Figure 1. Where the registers sit.
Bar = 200 um. Other sequential cells in the stronger gray, the rest of the logic in the fainter gray.
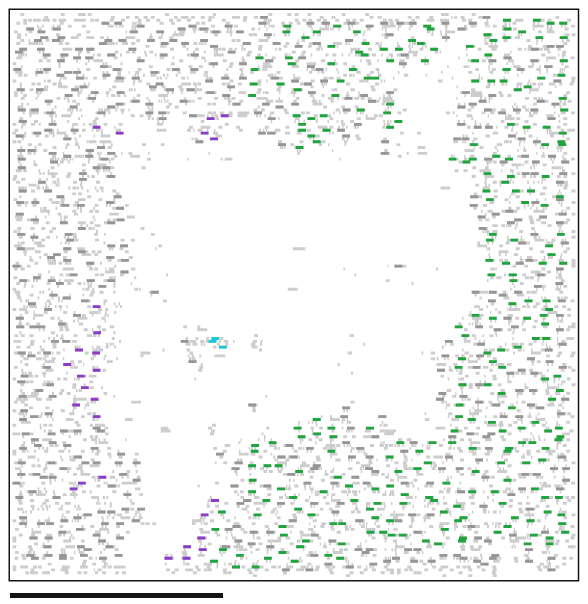
Figure 2. Routed metal, one color a layer.
Only two layers are drawn.
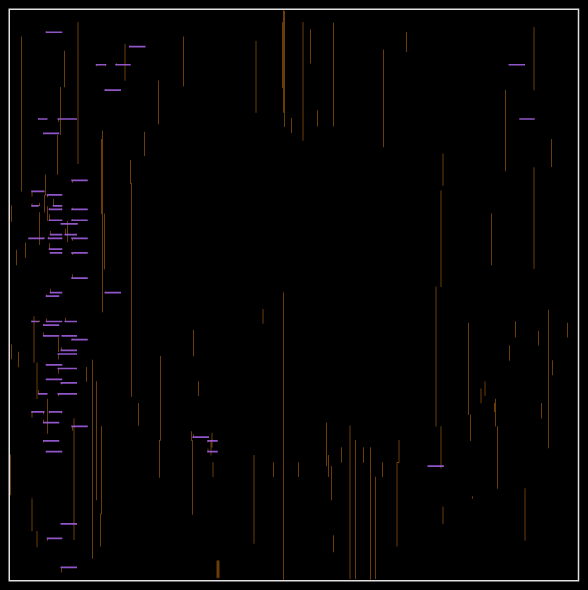
Figure 3. Congestion heat map.
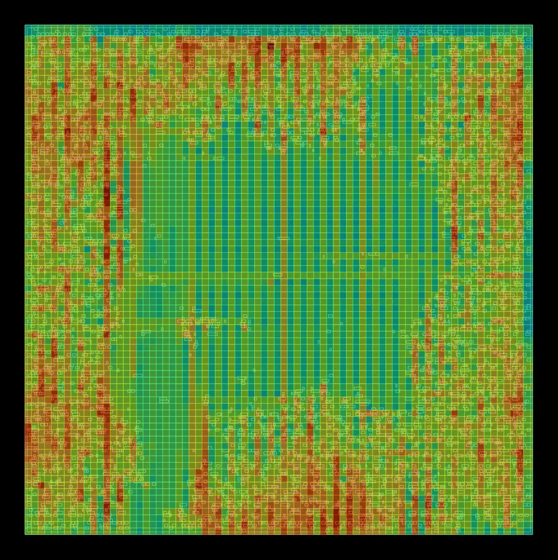
File: src/rtl/cache_arbiter_if.sv
// Bus bundle between the I-cache, D-cache and the shared line-wide memory port.
// master: caches + memory side (drives requests, mem_rdata, mem_resp); slave: the arbiter.
interface cache_arbiter_if #(
  parameter int unsigned LINE_W = 256,
  parameter int unsigned ADDR_W = 32
);
  logic              i_read;
  logic [ADDR_W-1:0] i_address;
  logic [LINE_W-1:0] i_rdata;
  logic              i_resp;
  logic              d_read;
  logic              d_write;
  logic [ADDR_W-1:0] d_address;
  logic [LINE_W-1:0] d_wdata;
  logic [LINE_W-1:0] d_rdata;
  logic              d_resp;
  logic              mem_read;
  logic              mem_write;
  logic [ADDR_W-1:0] mem_address;
  logic [LINE_W-1:0] mem_wdata;
  logic [LINE_W-1:0] mem_rdata;
  logic              mem_resp;

  modport master (
    output i_read, i_address, d_read, d_write, d_address, d_wdata, mem_rdata, mem_resp,
    input  i_rdata, i_resp, d_rdata, d_resp, mem_read, mem_write, mem_address, mem_wdata
  );

  modport slave (
    input  i_read, i_address, d_read, d_write, d_address, d_wdata, mem_rdata, mem_resp,
    output i_rdata, i_resp, d_rdata, d_resp, mem_read, mem_write, mem_address, mem_wdata
  );
endinterface

File: src/rtl/cache_arbiter.sv
// Arbitrates the single physical-memory port between I-cache fills and D-cache fills/write-backs.
// Optional macro CACHE_ARB_ROUND_ROBIN_EN: round-robin conflict resolution (default: D-cache wins).
module cache_arbiter #(
  parameter int unsigned LINE_W = 256,
  parameter int unsigned ADDR_W = 32
) (
  input logic           clk,
  input logic           rst,
  cache_arbiter_if.slave bus
);

  localparam int unsigned OFF = $clog2(LINE_W / 8);

  typedef enum logic [2:0] {
    S_IDLE,
    S_GRANT_I,
    S_GRANT_D,
    S_RESP,
    S_RELEASE
  } state_e;

  state_e            state_q, state_d;
  logic              mem_read_q, mem_read_d;
  logic              mem_write_q, mem_write_d;
  logic [ADDR_W-1:0] mem_address_q, mem_address_d;
  logic [LINE_W-1:0] mem_wdata_q, mem_wdata_d;
  logic [LINE_W-1:0] i_rdata_q, i_rdata_d;
  logic [LINE_W-1:0] d_rdata_q, d_rdata_d;
  logic              i_resp_q, i_resp_d;
  logic              d_resp_q, d_resp_d;
`ifdef CACHE_ARB_ROUND_ROBIN_EN
  logic              last_grant_q, last_grant_d;  // 1: D-cache was granted last
`endif

  logic d_req;
  logic grant_d;

  function automatic logic [ADDR_W-1:0] line_align(input logic [ADDR_W-1:0] a);
    return {a[ADDR_W-1:OFF], {OFF{1'b0}}};
  endfunction

  assign d_req = bus.d_read | bus.d_write;

  // Conflict resolution; a lone requester always wins.
  always_comb begin
    grant_d = d_req;
    if (bus.i_read && d_req) begin
`ifdef CACHE_ARB_ROUND_ROBIN_EN
      grant_d = ~last_grant_q;
`else
      grant_d = 1'b1;
`endif
    end
  end

  always_ff @(posedge clk) begin
    if (rst) begin
      state_q       <= S_IDLE;
      mem_read_q    <= 1'b0;
      mem_write_q   <= 1'b0;
      mem_address_q <= '0;
      mem_wdata_q   <= '0;
      i_rdata_q     <= '0;
      d_rdata_q     <= '0;
      i_resp_q      <= 1'b0;
      d_resp_q      <= 1'b0;
`ifdef CACHE_ARB_ROUND_ROBIN_EN
      last_grant_q  <= 1'b0;
`endif
    end else begin
      state_q       <= state_d;
      mem_read_q    <= mem_read_d;
      mem_write_q   <= mem_write_d;
      mem_address_q <= mem_address_d;
      mem_wdata_q   <= mem_wdata_d;
      i_rdata_q     <= i_rdata_d;
      d_rdata_q     <= d_rdata_d;
      i_resp_q      <= i_resp_d;
      d_resp_q      <= d_resp_d;
`ifdef CACHE_ARB_ROUND_ROBIN_EN
      last_grant_q  <= last_grant_d;
`endif
    end
  end

  // Next-state and registered-output logic; resp pulses are set on mem_resp so they appear in RESP.
  always_comb begin
    state_d       = state_q;
    mem_read_d    = mem_read_q;
    mem_write_d   = mem_write_q;
    mem_address_d = mem_address_q;
    mem_wdata_d   = mem_wdata_q;
    i_rdata_d     = i_rdata_q;
    d_rdata_d     = d_rdata_q;
    i_resp_d      = 1'b0;
    d_resp_d      = 1'b0;
`ifdef CACHE_ARB_ROUND_ROBIN_EN
    last_grant_d  = last_grant_q;
`endif
    unique case (state_q)
      S_IDLE: begin
        if (bus.i_read || d_req) begin
`ifdef CACHE_ARB_ROUND_ROBIN_EN
          last_grant_d = grant_d;
`endif
          if (grant_d) begin
            state_d       = S_GRANT_D;
            mem_write_d   = bus.d_write;
            mem_read_d    = ~bus.d_write;
            mem_address_d = line_align(bus.d_address);
            mem_wdata_d   = bus.d_wdata;
          end else begin
            state_d       = S_GRANT_I;
            mem_read_d    = 1'b1;
            mem_write_d   = 1'b0;
            mem_address_d = line_align(bus.i_address);
          end
        end
      end
      S_GRANT_I: begin
        if (bus.mem_resp) begin
          state_d     = S_RESP;
          i_rdata_d   = bus.mem_rdata;
          i_resp_d    = 1'b1;
          mem_read_d  = 1'b0;
          mem_write_d = 1'b0;
        end
      end
      S_GRANT_D: begin
        if (bus.mem_resp) begin
          state_d     = S_RESP;
          d_rdata_d   = bus.mem_rdata;
          d_resp_d    = 1'b1;
          mem_read_d  = 1'b0;
          mem_write_d = 1'b0;
        end
      end
      S_RESP:    state_d = S_RELEASE;
      S_RELEASE: state_d = S_IDLE;
      default:   state_d = S_IDLE;
    endcase
  end

  assign bus.mem_read    = mem_read_q;
  assign bus.mem_write   = mem_write_q;
  assign bus.mem_address = mem_address_q;
  assign bus.mem_wdata   = mem_wdata_q;
  assign bus.i_rdata     = i_rdata_q;
  assign bus.d_rdata     = d_rdata_q;
  assign bus.i_resp      = i_resp_q;
  assign bus.d_resp      = d_resp_q;

  // Simultaneous D-cache read and write is a caller bug; the write is the one served.
  a_no_d_rw: assert property (@(posedge clk) disable iff (rst) !(bus.d_read && bus.d_write))
    else $error("cache_arbiter: d_read and d_write asserted together");

endmodule

File: src/flat_wrapper.sv
// flat-port wrapper written by rule: the top's interface ports become plain ports
module cache_arbiter_flat 
#(
  parameter int unsigned LINE_W = 256,
  parameter int unsigned ADDR_W = 32
)
  (clk, rst, bus_i_read, bus_i_address, bus_d_read, bus_d_write, bus_d_address, bus_d_wdata, bus_mem_rdata, bus_mem_resp, bus_i_rdata, bus_i_resp, bus_d_rdata, bus_d_resp, bus_mem_read, bus_mem_write, bus_mem_address, bus_mem_wdata);
  cache_arbiter_if #(.LINE_W(LINE_W), .ADDR_W(ADDR_W)) bus_i ();
  input logic clk;
  input logic rst;
  input wire logic [$bits(bus_i.i_read)-1:0] bus_i_read;
  input wire logic [$bits(bus_i.i_address)-1:0] bus_i_address;
  input wire logic [$bits(bus_i.d_read)-1:0] bus_d_read;
  input wire logic [$bits(bus_i.d_write)-1:0] bus_d_write;
  input wire logic [$bits(bus_i.d_address)-1:0] bus_d_address;
  input wire logic [$bits(bus_i.d_wdata)-1:0] bus_d_wdata;
  input wire logic [$bits(bus_i.mem_rdata)-1:0] bus_mem_rdata;
  input wire logic [$bits(bus_i.mem_resp)-1:0] bus_mem_resp;
  output wire logic [$bits(bus_i.i_rdata)-1:0] bus_i_rdata;
  output wire logic [$bits(bus_i.i_resp)-1:0] bus_i_resp;
  output wire logic [$bits(bus_i.d_rdata)-1:0] bus_d_rdata;
  output wire logic [$bits(bus_i.d_resp)-1:0] bus_d_resp;
  output wire logic [$bits(bus_i.mem_read)-1:0] bus_mem_read;
  output wire logic [$bits(bus_i.mem_write)-1:0] bus_mem_write;
  output wire logic [$bits(bus_i.mem_address)-1:0] bus_mem_address;
  output wire logic [$bits(bus_i.mem_wdata)-1:0] bus_mem_wdata;
  assign bus_i.i_read = bus_i_read;
  assign bus_i.i_address = bus_i_address;
  assign bus_i.d_read = bus_d_read;
  assign bus_i.d_write = bus_d_write;
  assign bus_i.d_address = bus_d_address;
  assign bus_i.d_wdata = bus_d_wdata;
  assign bus_i.mem_rdata = bus_mem_rdata;
  assign bus_i.mem_resp = bus_mem_resp;
  assign bus_i_rdata = bus_i.i_rdata;
  assign bus_i_resp = bus_i.i_resp;
  assign bus_d_rdata = bus_i.d_rdata;
  assign bus_d_resp = bus_i.d_resp;
  assign bus_mem_read = bus_i.mem_read;
  assign bus_mem_write = bus_i.mem_write;
  assign bus_mem_address = bus_i.mem_address;
  assign bus_mem_wdata = bus_i.mem_wdata;
  cache_arbiter #(.LINE_W(LINE_W), .ADDR_W(ADDR_W)) u_core (.clk(clk), .rst(rst), .bus(bus_i));
endmodule
File: config.mk
export PLATFORM = sky130hd
export DESIGN_NAME = cache_arbiter_flat
export DESIGN_NICKNAME = d
export VERILOG_FILES = /design/src/rtl/cache_arbiter_if.sv /design/src/rtl/cache_arbiter.sv /design/src/flat_wrapper.sv
export SDC_FILE = /design/constraint.sdc
export NUM_CORES = 2
export LEC_CHECK = 0
export ABC_CLOCK_PERIOD_IN_PS = 4300
export CAP_MARGIN = 30
export CELL_PAD_IN_SITES_DETAIL_PLACEMENT = 0
export CELL_PAD_IN_SITES_GLOBAL_PLACEMENT = 1
export CORE_AREA = 2 2 532 534
export CTS_BUF_LIST = sky130_fd_sc_hd__clkbuf_16
export DETAILED_ROUTE_END_ITERATION = 10
export DIE_AREA = 0 0 534 536
export GPL_TIMING_DRIVEN = 0
export PLACE_DENSITY_LB_ADDON = 0.12
export SLEW_MARGIN = 25
export SYNTH_ARGS = -nofsm -noshare
export SYNTH_HDL_FRONTEND = slang
export SYNTH_SLANG_ARGS = --single-unit
File: constraint.sdc
create_clock -name clk -period 4.3 [get_ports clk]
set_input_delay 0.86 -clock clk [delete_from_list [all_inputs] [get_ports clk]]
set_output_delay 0.86 -clock clk [all_outputs]
set_load 0.01 [all_outputs]
==> metrics.cfg <==
[run_status]
status=completed

[final_layout]
drive_gt1_frac=0.06533
n_fill_cell=31790
nets=5676
final_cells=8960
fin_util=0.1821
syn_to_final_growth_pct=76.77

[synth]
ys_seq_frac=0.5551
netlist_instances=3589
ys_ff=802
topCellsByArea=dfxtp_1 (56%), nand2_1 (14%), a21oi_1 (14%)
syn_area_per_cell_um2=8.059
yosys_warnings=0
yosys_cells=3589
yosys-stat-area_um2=28930
async_reset_ff_frac=0
netlist_area_um2=28930
ys_dominant_reg_cell=dfxtp_1
yosys.cell_types.count=32
synth_top_cell_by_area=dfxtp_1
edf_count=0
synth_top_area_share=0.5551

[die]
core_um2=280800
dieWidth_um=534
chipArea_um2=286200
die_h_um=536
initCoreUtil=0.1030
num_rows=195
io_pins=1386

[job]
openroad.warnings=36
drv_cap=0

[routing]
antenna_left=0
drc_errors=0
drt_iter0_drc=1451
vias_per_cell=3.594
dr.pass1.iters=7
num_vias=32200
wl_um=238100

[clocking]
cts_root_buf=clkbuf_16
cts_resized=0
htreeDepth=3
cts_hold_buf=0
cts_tree=built
clockBufferDepth=4
cts.sink_count=802
clock.latency.late_pin_ps=880
clk_pin_slew_worst_paths_ps=60
cts_setup_buffers=0
numCtsBuffers=120

[pwr]
internal_power_mw=14.80
p_comb_frac=0.182
p_switching_mw=6.603
p_seq_frac=0.381
p_leak_nw=16.92
ir_drop_mv=0.3456
power_frac_clock=0.437
switching_share=0.3085
power_mw=21.40
powerDensity_nw_per_um2=418.6

[worst_setup_path]
reg2regPathDepth=6
worstSetupStartpointType=flop
crit_fanout=2
path_buffers=1
crit_cells=1
max_stage_delay_ps=620
r2r-start=u_core.state_q[0]
cp-end-kind=output port
critical-path-top-delay-family=buffers and inverters
crit_slowest_cell=clkdlybuf4s50_1
critPathRequiredTime_ps=3440
worstPathArrival_ps=2030
reg2reg_to=u_core.bus.d_rdata[178]
setup.worst_path.end=bus_mem_wdata[57]
path_class=flop to output port
ff2ff_setup_slack_ps=1840
worstSetupStartpoint=u_core.bus.mem_wdata[57]
crit_chain=clkdlybuf4s50_1

[sta]
post-route-min-period_ps=2890
skew_ps=80.90
worst-slew-pin-transition_ps=930.0
period_used_share=0.6721
setup_viol_count_final=0
slew_headroom=0.3800
fin_hold_ws_ps=452.3
final_hold_viol_count=0
rsz0062_at_grt=false
timing.final.max_slew_violations=0
fmax_mhz=346.0

[place]
dp_hpwl_um=193700
dp_cells=8713
routabilityCongestion=0.8228
port_buffers=1370

[worst_hold_path]
hold_class=flop to flop
hold_start=u_core.bus.i_rdata[126]
hold_depth=2
holdPathEnd=u_core.bus.i_rdata[126]

[global_routing]
grt_pass1_vias=32530
grt_max_degree=19
grt_pass1_wl_um=310200
grt_antenna_before_repair=119
grt_most_used_layer=met2
overflow=0

About Figure 1:
| color | netlist name | flops |
|---|---|---|
| green | `u_core.bus.d_rdata` | 256 |
| purple | `u_core.bus.mem_address` | 27 |
| cyan | `u_core.state_q` | 3 |

About Figure 2:
| color | layer | wire length |
|---|---|---|
| purple | met5 | 743 um |
| orange | met4 | 5420 um |

About Figure 3:
WL/cell: 26.57 um
met3 Resource Use GR: 0.06615
M1 GR Usage: 0.1656
Total GRT Usage: 0.1592
met2 usage: 0.2945

[stage by stage]
stage               setup TNS [ps]  cell area (um2)  setup slack, ps
finish                           0            51130             1410
global route                     0            51080             1272
CTS                              0            51040             1191
detailed placement               0            47470            446.8
global placement           -184740            47340            -1082
floorplan                        0            28940             2415
[cell type report]
class / instances / area (um2) / area share
Antenna cell: 28 / 70.07 / 0.001370
Buffer: 341 / 1826 / 0.03570
Clock buffer: 120 / 3003 / 0.05873
Clock inverter: 97 / 564.3 / 0.01104
Inverter: 1 / 3.754 / 0.00007341
Multi-Input combinational cell: 2449 / 11070 / 0.2165
Sequential cell: 802 / 16060 / 0.3140
Tap cell: 3743 / 4683 / 0.09159
Timing Repair Buffer: 1379 / 13860 / 0.2710
[logic make-up after synthesis]
family,after synthesis,share of synthesized area
buf+inv,342,0.06272
compound gates,1087,0.1923
xor+xnor,1,0.0003028
flops,802,0.5551
simple gates,1356,0.1895
other cells,1,0.0001296
[placed cells by master (no fill, tap or decap), types with 2 or more instances in the layout]
cell | synthesis | final
buf_4 | 20 | 20
clkbuf_16 | 0 | 120
clkdlybuf4s50_1 | 0 | 1370
clkinvlp_4 | 0 | 4
bufinv_16 | 0 | 4
nand3_1 | 256 | 256
buf_2 | 100 | 100
diode_2 | 0 | 28
nand4bb_1 | 2 | 2
inv_16 | 0 | 2
clkbuf_2 | 0 | 12
nand2b_1 | 2 | 2
a21oi_1 | 795 | 795
o21ai_1 | 9 | 9
buf_16 | 0 | 2
or3_1 | 2 | 2
nand2_1 | 1079 | 1079
clkinv_2 | 0 | 16
clkbuf_1 | 177 | 165
inv_1 | 1 | 33
o2111ai_1 | 2 | 2
clkinv_4 | 0 | 2
o21ai_0 | 250 | 250
nor3_1 | 2 | 2
conb_1 | 1 | 5
clkinv_1 | 0 | 35
buf_6 | 44 | 50
dfxtp_1 | 802 | 802
nor2_1 | 5 | 5
a311oi_1 | 27 | 27
[registers in the layout (all words and copies together) (netlist names)]
| signal | cells |
|---|---|
| u_core.bus.d_rdata | 256 |
| u_core.bus.mem_wdata | 256 |
| u_core.bus.i_rdata | 256 |
| u_core.bus.d_resp | 1 |
| u_core.state_q | 3 |
| u_core.bus.mem_address | 27 |
| u_core.bus.mem_write | 1 |
| u_core.bus.mem_read | 1 |
| u_core.bus.i_resp | 1 |
[metal layers]
metal | wire, um | vias up
met5 | 743 | -
li1 | - | 15150
met1 | 86990 | 15360
met2 | 122500 | 1208
met4 | 5422 | 120
met3 | 22410 | 368
[power groups by stage]
| stage | registers (mW) | logic (mW) | clock network (mW) |
|---|---|---|---|
| floorplan | 8.44 | 1.15 | 0 |
| global placement | 8.31 | 4.03 | 0 |
| detailed placement | 8.32 | 4.03 | 0 |
| CTS | 8.16 | 4.04 | 9.78 |
| global route | 8.20 | 4.21 | 10.0 |
| finish | 8.15 | 3.90 | 9.35 |
[synthesized netlist by cell type, types with 2 or more instances]
cell type	n
buf_6	44
buf_4	20
o2111ai_1	2
a21oi_1	795
o21ai_0	250
nand2b_1	2
dfxtp_1	802
nor3_1	2
clkbuf_1	177
nand2_1	1079
nand3_1	256
or3_1	2
nand4bb_1	2
buf_2	100
a311oi_1	27
nor2_1	5
o21ai_1	9
